Design id_ex_reg, sky130hd; sources not shown.
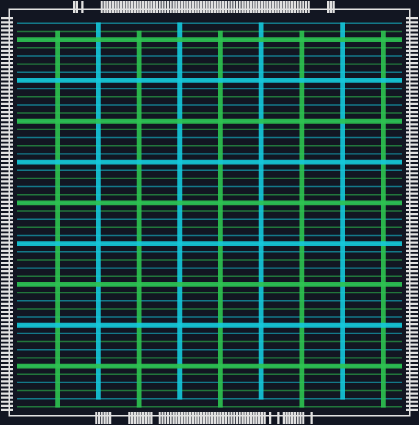
(supply network)
(3 px per um) Pins as bars on the die edge.
cyan -> VDD
green -> VSS
signal pins = 341
rows = 47
met1 rails = 48
met4 straps = 9
met5 straps = 9
die width: 133 um
worst vdd ir: 0.126 mV
die height: 135 um
CORE AREA: 16400 um^2

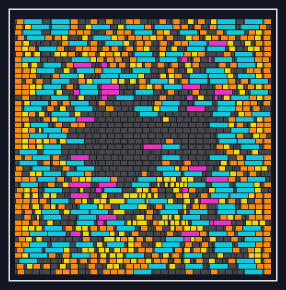
(placed cells, one color a class)
(2 px per um) Fill, decap, tap and diode cells in gray.
cyan -> registers  # cells 176
orange -> remaining buffers and delay cells  # cells 345
magenta -> clock drivers and dummy loads  # cells 32
yellow -> remaining logic cells  # cells 230
post-layout util: 0.651
Final Cell Area: 10700 um^2
Seq/total area: 0.413
# rows: 47

==> results.py <==
# Flow results
metrics = {
    "routing": {
        "final_antenna_net_count": 0,
        "drc": 0,
        "drt_iter0_drc": 223,
        "vias_per_cell": 5.19,
        "first_pass_iters": 4,
        "dr_total_vias": 5210,
        "drt-total-wl_um": 19600,
        "wire_per_inst_um": 19.6,
    },
    "clock_tree": {
        "cts_buffers": 17,
        "cts_setup_buffers": 0,
        "clk_pin_slew_worst_paths_ns": 0.07,
        "htreeDepth": 4,
        "cts_buffer_depth": 2,
        "hold_buffers": 0,
        "clk-insertion-delay-late_ns": 0.42,
        "cts_resized": 0,
        "cts_tree": "built",
        "cts_sinks": 176,
        "clockRootBuffer": "clkbuf_16",
    },
    "finish": {
        "drive_gt1_frac": 0.0562,
        "nets": 935,
        "seq_area_um2": 4400,
        "logic_area_um2": 1930,
        "num-fill-cells": 1218,
        "antenna_cells": 0,
        "syn2layout_area_growth_pct": 61.6,
    },
    "logic_synthesis": {
        "ys_area_um2": 6610,
        "ys_cells": 444,
        "synth.most_common_cell": "dfrtp_1",
        "synth_area_um2": 6610,
        "common_cells": "176 x dfrtp_1, 159 x a22o_1, 19 x clkbuf_1",
        "ys_seq_frac": 0.667,
        "avgSynthCellArea_um2": 14.9,
        "ys_dominant_reg_cell": "dfrtp_1",
        "synthArstFlopShare": 1.00,
        "topCellsByArea": "dfrtp_1 67%, a22o_1 21%, buf_6 2.6%",
        "top_area_cell": "dfrtp_1",
        "xor_area_frac": 0.0332,
        "synth-seq-cells": 176,
        "ys_sh_adder": 0.00189,
        "mux_area_frac": 0.00170,
        "yosys_warnings": 0,
        "top_area_frac": 0.667,
        "aoi_share": 0.219,
        "edf_count": 0,
        "simple_gate_area_frac": 0.0352,
        "synth_cell_types": 32,
        "syn_inst": 444,
        "synth_nets": 609,
        "synthTopLogicFamily": "AND-OR/OR-AND gates",
    },
    "critical_path": {
        "crit_type": "input pin to output pin",
        "cp_data_required_time_ns": 7.13,
        "reg2reg_depth": 5,
        "crit_fanout": 3,
        "regToRegSetupSlack_ns": 5.92,
        "start_kind": "input pin",
        "worstPathArrival_ns": 3.86,
        "cp-end-kind": "output pin",
    },
    "global_route": {
        "grt_antenna_before_repair": 0,
        "first_global_vias": 5535,
        "overflow": 0,
        "grt_use_total": 0.219,
        "grt_pass1_wl_um": 30500,
        "grt_start_max_net_pins": 101,
    },
    "power_and_ir_drop": {
        "clkPwrFrac": 0.398,
        "power_density_nw_per_um2": 172,
        "p_total_mw": 1.84,
        "p_switching_mw": 0.442,
        "power.internal_mw": 1.40,
        "power_leakage_nw": 4.78,
        "combPwrFrac": 0.142,
        "seqPwrFrac": 0.460,
        "p_sw_frac": 0.240,
    },
    "placement": {
        "pre_cts_slack_ns": 3.21,
        "port_buffers": 340,
        "globalplace.congestion": 0.815,
        "hpwl_um": 13800,
    },
    "timing": {
        "slew_headroom": 0.482,
        "worst_pin_slew_ns": 0.777,
        "finalMaxSlewViolations": 0,
        "fmax_mhz": 172,
        "fin_tns_setup_ns": 0,
        "finalSetupViolations": 0,
        "layout_setup_ws_ns": 3.27,
        "rsz0062_at_grt": "false",
        "fin_crit_sh": 0.640,
        "finalHoldViolCount": 0,
        "min_period_ns": 5.83,
        "hold-worst-slack_ns": 0.353,
    },
    "outcome": {
        "outcome": "finished, final reports clean",
    },
    "hold_path": {
        "min_path_cells": 1,
        "hp-class": "register to register",
    },
    "floorplanning": {
        "fp_util": 0.403,
        "die-area_um2": 18000,
        "num_io_pins": 341,
    },
    "job": {
        "drv_cap": 0,
        "warning_count": 30,
    },
}
==> final cells by class <==
type                            count  share of cell area
Multi-Input combinational cell    228               0.181
Tap cell                          220              0.0258
Clock buffer                       18              0.0411
Inverter                            2             0.00141
Timing Repair Buffer              345               0.323
Sequential cell                   176               0.413
Clock inverter                     14              0.0143
==> through the flow <==
stage	cell area, um^2	cells	util
after floorplan	6610	444	-
after global placement	10100	970	0.613
after detailed placement	10100	970	0.614
after CTS	10700	1002	0.650
after global routing	10700	1003	0.651
final	10700	1003	0.651
==> critical path, stage by stage <==
cell	delay (ns)
clkdlybuf4s50_1	0.51
and4b_1	0.21
a211oi_1	0.29
a22oi_1	0.22
nor4_1	0.22
clkdlybuf4s50_1	0.59
==> metal layers <==
layer / GRT usage / wire length [um]
met1: 0.254 / 7550
met4: 0.106 / 637
met3: 0.0788 / 1800
met5: 0 / 0
met2: 0.362 / 9630
==> power by group through the flow <==
stage	clock network [mW]	registers [mW]	logic, mW
6_report	0.731	0.846	0.262
5_1_grt	0.779	0.850	0.280
4_1_cts	0.748	0.846	0.265
3_5_place_dp	0	0.859	0.264
3_3_place_gp	0	0.858	0.261
2_1_floorplan	0	0.876	0.0758
==> cells by family (layout without fill, tap and decap cells) <==
family / Yosys count / count (layout)
adders and majority gates: 1 / 1
buffers and inverters: 40 / 379
and+or+nand+nor: 36 / 36
muxes: 1 / 1
AOI/OAI and AO/OA: 165 / 165
xor gates and xnor gates: 25 / 25
DFF: 176 / 176
==> layout by cell type, fill, tap and decap left out, drive strengths merged, types with 2 or more instances in the layout <==
master           n
clkdlybuf4s50  340
dfrtp          176
a22o           159
clkbuf          18
xnor2           14
xor2            11
inv              9
nand3            6
and3             5
nand4            5
clkinv           5
buf              5
nand2            4
nor4             4
and4             3
and2             3
nor2             2
bufinv           2
Power figures rest on the tool's default switching activity, not on a simulated workload.
